==> src/rtl/ring_ilk_pkg.sv <==
// Shared types and constants for the ring interlock route scheduler.
// Route state encoding, default conflict map and counter sizing.
package ring_ilk_pkg;

  localparam int NUM_ROUTES = 8;
  localparam int RR_PTR_W = 3;

  // Byte i is the conflict row of route i: adjacent ring segments.
  localparam logic [63:0] DEFAULT_CONFLICT =
    64'h41A0_5028_140A_0582;

  typedef enum logic [1:0] {
    ST_FREE      = 2'd0,
    ST_SETTING   = 2'd1,
    ST_LOCKED    = 2'd2,
    ST_RELEASING = 2'd3
  } route_st_e;

  function automatic int max2(input int a, input int b);
    return (a > b) ? a : b;
  endfunction

  function automatic int cnt_w(input int max_v);
    return (max_v < 1) ? 1 : $clog2(max_v + 1);
  endfunction

endpackage

==> src/rtl/ring_route_rr_arb.sv <==
// Combinational round-robin picker: first eligible index at or
// after the pointer, wrapping, returned one-hot and as an index.
module ring_route_rr_arb
  import ring_ilk_pkg::*;
(
  input  logic [NUM_ROUTES-1:0] i_elig,
  input  logic [RR_PTR_W-1:0]   i_ptr,
  output logic [NUM_ROUTES-1:0] o_gnt,
  output logic [RR_PTR_W-1:0]   o_idx,
  output logic                  o_valid
);

  logic                found;
  logic [RR_PTR_W-1:0] idx;

  always_comb begin
    found = 1'b0;
    idx   = '0;
    o_gnt = '0;
    o_idx = '0;
    for (int k = 0; k < NUM_ROUTES; k++) begin
      idx = i_ptr + RR_PTR_W'(k);
      if (!found && i_elig[idx]) begin
        found      = 1'b1;
        o_gnt[idx] = 1'b1;
        o_idx      = idx;
      end
    end
    o_valid = found;
  end

endmodule

==> src/rtl/ring_route_scheduler.sv <==
// Route-setting controller for the 8-route ring interlock:
// request latch, RR grant, timed setting and gated release.
module ring_route_scheduler
  import ring_ilk_pkg::*;
#(
  parameter int          NUM_ROUTES = 8,
  parameter int          SET_CYCLES = 4,
  parameter int          REL_CYCLES = 3,
  parameter logic [63:0] CONFLICT   = DEFAULT_CONFLICT
) (
  input  logic                  i_clk,
  input  logic                  i_rst_n,
  input  logic [NUM_ROUTES-1:0] i_req,
  input  logic [NUM_ROUTES-1:0] i_release,
  input  logic [NUM_ROUTES-1:0] i_occupied,
  output logic [NUM_ROUTES-1:0] o_pending,
  output logic [NUM_ROUTES-1:0] o_set,
  output logic [NUM_ROUTES-1:0] o_locked,
  output logic [NUM_ROUTES-1:0] o_active,
  output logic                  o_busy,
  output logic                  o_conflict_err
);

  localparam int CW = cnt_w(max2(SET_CYCLES, REL_CYCLES));
  localparam int PW = RR_PTR_W;

  route_st_e st_q  [NUM_ROUTES];
  route_st_e st_d  [NUM_ROUTES];
  logic [CW-1:0] cnt_q [NUM_ROUTES];
  logic [CW-1:0] cnt_d [NUM_ROUTES];

  logic [NUM_ROUTES-1:0] pend_q, pend_d;
  logic [PW-1:0]         ptr_q, ptr_d;
  logic                  err_q, err_d;

  logic [NUM_ROUTES-1:0] free_v, set_v, lock_v, act_v;
  logic [NUM_ROUTES-1:0] set_done, blocked, elig;
  logic [NUM_ROUTES-1:0] arb_gnt, grant;
  logic [PW-1:0]         arb_idx;
  logic                  arb_valid, busy_hold, gnt_ok;
  logic                  clash;

  always_comb begin
    for (int i = 0; i < NUM_ROUTES; i++) begin
      free_v[i]   = (st_q[i] == ST_FREE);
      set_v[i]    = (st_q[i] == ST_SETTING);
      lock_v[i]   = (st_q[i] == ST_LOCKED);
      act_v[i]    = !free_v[i];
      set_done[i] = set_v[i] && (cnt_q[i] == CW'(1));
    end
  end

  always_comb begin
    blocked = '0;
    clash   = 1'b0;
    for (int i = 0; i < NUM_ROUTES; i++) begin
      for (int j = 0; j < NUM_ROUTES; j++) begin
        if (i != j && CONFLICT[NUM_ROUTES*i+j] && act_v[j]) begin
          blocked[i] = 1'b1;
          if (act_v[i]) clash = 1'b1;
        end
      end
    end
  end

  // A route finishing SETTING this edge frees the setter for a new grant.
  assign busy_hold = |(set_v & ~set_done);
  assign elig      = pend_q & free_v & ~blocked;

  ring_route_rr_arb u_arb (
    .i_elig  (elig),
    .i_ptr   (ptr_q),
    .o_gnt   (arb_gnt),
    .o_idx   (arb_idx),
    .o_valid (arb_valid)
  );

  assign gnt_ok = arb_valid && !busy_hold;
  assign grant  = gnt_ok ? arb_gnt : '0;

  always_comb begin
    for (int i = 0; i < NUM_ROUTES; i++) begin
      st_d[i]  = st_q[i];
      cnt_d[i] = cnt_q[i];
      unique case (st_q[i])
        ST_FREE: begin
          if (grant[i]) begin
            st_d[i]  = ST_SETTING;
            cnt_d[i] = CW'(SET_CYCLES);
          end
        end
        ST_SETTING: begin
          if (cnt_q[i] == CW'(1)) begin
            st_d[i]  = ST_LOCKED;
            cnt_d[i] = '0;
          end else begin
            cnt_d[i] = cnt_q[i] - CW'(1);
          end
        end
        ST_LOCKED: begin
          if (i_release[i]) begin
            st_d[i]  = ST_RELEASING;
            cnt_d[i] = CW'(REL_CYCLES);
          end
        end
        ST_RELEASING: begin
          if (!i_occupied[i]) begin
            if (cnt_q[i] == CW'(1)) begin
              st_d[i]  = ST_FREE;
              cnt_d[i] = '0;
            end else begin
              cnt_d[i] = cnt_q[i] - CW'(1);
            end
          end
        end
        default: begin
          st_d[i]  = ST_FREE;
          cnt_d[i] = '0;
        end
      endcase
    end
  end

  always_comb begin
    pend_d = (pend_q | (i_req & free_v)) & ~grant;
    ptr_d  = gnt_ok ? (arb_idx + PW'(1)) : ptr_q;
    err_d  = err_q | clash;
  end

  always_ff @(posedge i_clk or negedge i_rst_n) begin
    if (!i_rst_n) begin
      for (int i = 0; i < NUM_ROUTES; i++) begin
        st_q[i]  <= ST_FREE;
        cnt_q[i] <= '0;
      end
      pend_q <= '0;
      ptr_q  <= '0;
      err_q  <= 1'b0;
    end else begin
      for (int i = 0; i < NUM_ROUTES; i++) begin
        st_q[i]  <= st_d[i];
        cnt_q[i] <= cnt_d[i];
      end
      pend_q <= pend_d;
      ptr_q  <= ptr_d;
      err_q  <= err_d;
    end
  end

  assign o_pending      = pend_q;
  assign o_set          = set_v;
  assign o_locked       = lock_v;
  assign o_active       = act_v;
  assign o_busy         = |set_v;
  assign o_conflict_err = err_q;

endmodule

==> config.mk <==
export PLATFORM = sky130hd
export DESIGN_NAME = ring_route_scheduler
export DESIGN_NICKNAME = d
export VERILOG_FILES = /design/src/rtl/ring_ilk_pkg.sv /design/src/rtl/ring_route_rr_arb.sv /design/src/rtl/ring_route_scheduler.sv
export SDC_FILE = /design/constraint.sdc
export NUM_CORES = 1
export LEC_CHECK = 0
export CAP_MARGIN = 30
export CELL_PAD_IN_SITES_DETAIL_PLACEMENT = 1
export CELL_PAD_IN_SITES_GLOBAL_PLACEMENT = 2
export CORE_AREA = 2 2 123 125
export CTS_CLUSTER_DIAMETER = 150
export DETAILED_ROUTE_END_ITERATION = 8
export DIE_AREA = 0 0 125 127
export PLACE_DENSITY = 0.82
export SYNTH_ARGS = -nofsm -noshare
export SYNTH_HDL_FRONTEND = slang
export SYNTH_SLANG_ARGS = --single-unit
==> constraint.sdc <==
create_clock -name i_clk -period 8.6 [get_ports i_clk]
set_clock_uncertainty 0.1 [all_clocks]
set_input_delay 1.72 -clock i_clk [delete_from_list [all_inputs] [get_ports i_clk]]
set_output_delay 1.72 -clock i_clk [all_outputs]
set_load 0.005 [all_outputs]
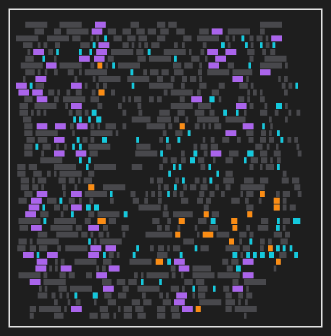
Fig. 1. Gate families picked out.
cyan -> nor cells  # cells 95, most used nor2_1, where all over the die
purple -> fa/ha/maj cells  # cells 63, most used ha_1, where all over the die
orange -> and/or cells  # cells 20
Post-Layout Cell Count: 874
combinational share of cell area: 59.06%
most numerous logic cell after layout: nor2_1

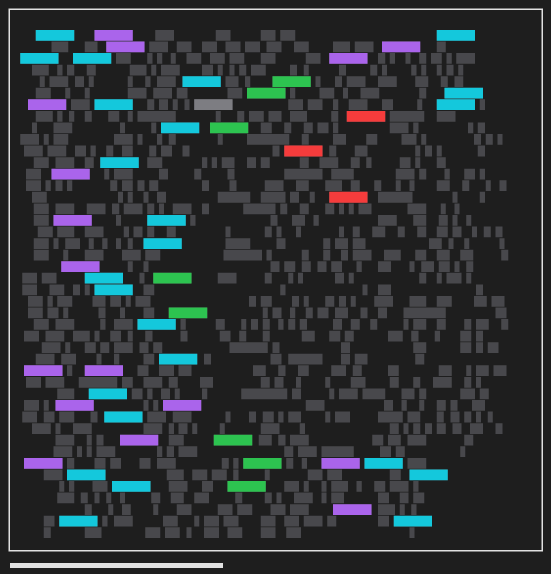
Fig. 2. Register map, names as in the netlist.
The bar under the picture is 50 µm long. Other sequential cells in the stronger grey, the rest of the logic in the fainter grey.
red -> `ptr_q`  # placed flops 3
cyan -> `cnt_q`  # placed flops 24, where all over the die
purple -> `st_q`  # placed flops 16
green -> `o_pending`  # placed flops 8
not coloured = 1
flop share of the area: 20.79%
Seq group: 0.488 mW
Util after Layout: 43.40%

==> results.sh <==
# flow metrics
export IMPL_ant_nets=0
export IMPL_reg2reg_setup_slack_ns=3.19
export IMPL_die_area_um2=15880
export IMPL_crit_required_ns=8.69
export IMPL_h_tree_depth=2
export IMPL_slew_violations=0
export IMPL_fmax_mhz=184.8
export IMPL_top_area_share_pct=24.07
export IMPL_status="finished, final reports clean"
export IMPL_power_density_nw_per_um2=399.1
export IMPL_postSynthAreaPerCell_um2=8.408
export IMPL_first_pass_iters=6
export IMPL_wl_per_cell_um=21.53
export IMPL_edf_count=0
export IMPL_period_minus_slack_ns=5.413
export IMPL_drc=0
export IMPL_rows=44
export IMPL_cts_tree="built"
export IMPL_hpwlAfterDp_um=14740
export IMPL_cp_top_family="AND-OR/OR-AND gates"
export IMPL_end_kind="register"
export IMPL_via_count=5277
export IMPL_cp_endpoint="st_q[1]"
export IMPL_max_cap_violations=0
export IMPL_syn_area_um2=5406
export IMPL_wl_um=18820
export IMPL_ys_flop_type="dfrtp_1"
export IMPL_critPathKind="register to register"
export IMPL_fin_tns_setup_ns=0
export IMPL_slowest_delay_ns=0.71
export IMPL_cts_sinks=52
export IMPL_antenna_found_initial=0
export IMPL_yosys_cells=643
export IMPL_grt_pass1_wl_um=30350
export IMPL_diodes=0
export IMPL_grt_pass1_vias=5462
export IMPL_drive_gt1_share_pct=8.986
export IMPL_maxSlewHeadroom_pct=38.13
export IMPL_p_leak_nw=2.647
export IMPL_synthArstFlopShare_pct=100.0
export IMPL_hp_start="cnt_q[13]"
export IMPL_holdCritPathClass="register to register"
export IMPL_root_buffer="clkbuf_16"
export IMPL_critPathLaunchType="register"
export IMPL_crit_start="ptr_q[0]"
export IMPL_rsz0062_at_grt="false"
export IMPL_die_h_um=127
export IMPL_synth_seq_area_share_pct=24.07
export IMPL_grt_total_usage_pct=23.74
export IMPL_tool_warnings=70
export IMPL_worstSetupPathDepth=13
export IMPL_hold_buffers=0
export IMPL_hold_viol_final=0
export IMPL_yosysUniqueCellTypes=83
export IMPL_ys_chip_area_um2=5406
export IMPL_overflow=0
export IMPL_syn_nets=732
export IMPL_routabilityCongestion=0.9840
export IMPL_nNetsFinal=778
export IMPL_hold_depth=1
export IMPL_fp_util_pct=37.48
export IMPL_max_clock_path_buffers=2
export IMPL_finalSetupViolCount=0
export IMPL_ys_flops=52
export IMPL_ir_worst_vdd_v=0.0001698
export IMPL_critPathBufInv=2
export IMPL_r2r_cells=13
export IMPL_crit_top_cell="nand2b_1"
export IMPL_post_route_period_util_pct=62.94
export IMPL_synth_area_top_cells="dfrtp_1, ha_1, nor2_1, inv_1, a21oi_1"
export IMPL_clk_pin_slew_worst_paths_ns=0.07
export IMPL_die_x_um=125
export IMPL_cp_arrival_ns=5.50
export IMPL_grt_max_degree=53
export IMPL_drt_first_iter_violations=286
export IMPL_post_cts_setup_buffers=0
export IMPL_path_cells="buf_4, inv_2, ha_1, nand2b_1, o22ai_1, o21ai_0, o211ai_2, a21oi_2, a41o_4, a31oi_1, o21ai_2, nand2b_1, mux2_2"
export IMPL_dp_cells=866
export IMPL_yosysWarnings=0
export IMPL_core_area_um2=14420
export IMPL_via_per_inst=6.038
export IMPL_r2r_start="ptr_q[0]"
export IMPL_crit_slowest_cell="a21oi_2"
export IMPL_area_growth_syn_to_layout_pct=15.78
export IMPL_worst_slew_pin_slew_ns=0.9252
export IMPL_hold_end="cnt_q[13]"
export IMPL_r2r_end="st_q[1]"
export IMPL_yosysTopAreaCell="dfrtp_1"
export IMPL_critPathMaxFanout=40
export IMPL_cts_resized=0
export IMPL_cts_buffers=5
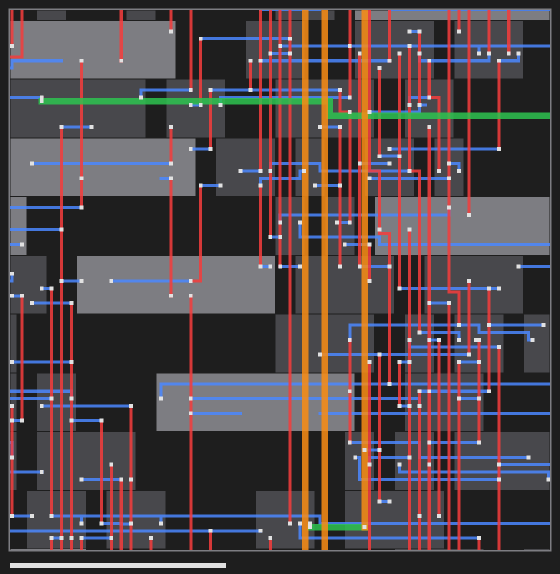
Fig. 3. A small window of the routed layout.
The bar under the picture is 10 µm long. Region (19, 19) to (44, 44) µm. Cells in grey, sequential cells in the stronger grey; small squares are vias.
red -> M2
green -> M3
orange -> M4
blue -> M1
cells with their middle in the window = 35
most frequent = ha_1 (7), dfrtp_1 (5), inv_1 (4)
netlist names of flops here include = `st_q` (3), `cnt_q` (2)
sequential cells in the window = 5

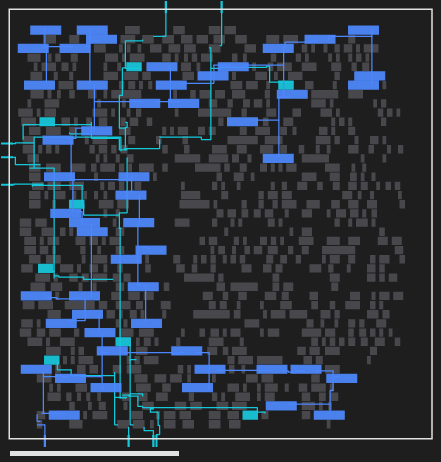
Fig. 4. Wires at chosen ports, followed through buffers.
The bar under the picture is 50 µm long.
cyan -> `o_set`  # direction output, edge 3 left, 3 bottom, 2 top, end cells 8, buffers 8, wire 585 µm
blue -> `i_rst_n`  # direction input, edge bottom, end cells 52, buffers 2, wire 520 µm
IO buf count: 59
IO Pins: 60

-- cell usage after synthesis, types with 9 or more instances --
cell type and instances:
a21o_1 11, a21oi_1 41, a31oi_1 14, buf_2 11, dfrtp_1 52, ha_1 63, inv_1 62, mux2_2 12
mux2i_1 17, nand2_1 45, nand3_1 20, nand4_1 10, nor2_1 69, nor3_1 10, o21ai_0 30, o22ai_1 9
-- stage by stage --
stage          util (%)  power (mW)  hold WS (ns)  area (µm²)  setup WS (ns)
2_1_floorplan         -       1.716        0.3497        5406          4.874
3_3_place_gp      42.26       2.192        0.3589        6096          3.569
5_1_grt           43.40       2.714        0.4063        6260          2.922
4_1_cts           43.40       2.507        0.3832        6260          3.336
3_5_place_dp      42.26       2.253        0.3665        6096          3.398
6_report          43.40       2.498        0.3791        6260          3.187
-- layout by cell type (no fill, tap or decap), types with 4 or more instances in the layout --
master / n
ha_1: 63
a22oi_1: 6
clkdlybuf4s50_1: 58
buf_4: 5
a21o_1: 11
nand2b_1: 8
nand2_1: 45
inv_1: 62
or4_1: 4
dfrtp_1: 52
a31oi_1: 14
nand3_1: 20
a32oi_1: 4
nand4_1: 10
a21oi_1: 41
mux2i_1: 17
a211oi_1: 8
or2_2: 4
clkbuf_16: 5
o32ai_1: 5
o21bai_1: 4
o21ai_0: 30
mux2_2: 12
nor2b_1: 5
nor2_1: 69
o31ai_1: 4
a311oi_1: 5
o22ai_1: 9
nor3_1: 10
nand3b_1: 5
nor4_1: 8
-- cells by family after synthesis --
| family | count (synthesis) | share of synthesized area (%) |
|---|---|---|
| xor+xnor | 4 | 0.6481 |
| simple gates | 208 | 19.35 |
| flops | 52 | 24.07 |
| compound gates | 190 | 26.01 |
| fa+ha+maj | 63 | 14.58 |
| mux | 36 | 7.799 |
| buf+inv | 90 | 7.544 |
-- metal layers --
| metal | vias up | part of all wire (%) | global-route usage [%] |
|---|---|---|---|
| li1 | 2443 | - | - |
| met1 | 2652 | 44 | 31.17 |
| met2 | 154 | 48 | 40.09 |
| met3 | 28 | 4.9 | 3.853 |
| met4 | 0 | 2.7 | 7.778 |
| met5 | - | 0 | 0 |
-- worst register-to-register path: stages (launching register included) --
cell,delay [ns]
dfrtp_1,0.34
buf_4,0.39
inv_2,0.22
ha_1,0.55
nand2b_1,0.44
o22ai_1,0.17
o21ai_0,0.51
o211ai_2,0.33
a21oi_2,0.71
a41o_4,0.51
a31oi_1,0.12
o21ai_2,0.35
nand2b_1,0.21
mux2_2,0.35
-- report_power, final --
| part | switching (mW) | total, mW | internal [mW] |
|---|---|---|---|
| Clock | 0.0985 | 0.236 | 0.137 |
| Combinational | 1.07 | 1.77 | 0.708 |
| Sequential | 0.122 | 0.488 | 0.366 |
-- registers in the layout, summed over array words and instances (netlist names) --
register / cells
cnt_q: 24
o_conflict_err: 1
o_pending: 8
ptr_q: 3
st_q: 16
-- area by class of cell --
class | instances | area, µm²
multi-input cells | 501 | 3697
clock buffers | 6 | 128.9
fillers | 1715 | 8164
inverters | 65 | 244.0
flip-flops and latches | 52 | 1301
well taps | 184 | 230.2
clock inverters | 2 | 35.03
repair buffers | 64 | 623.1
Power figures rest on the tool's default switching activity, not on a simulated workload.
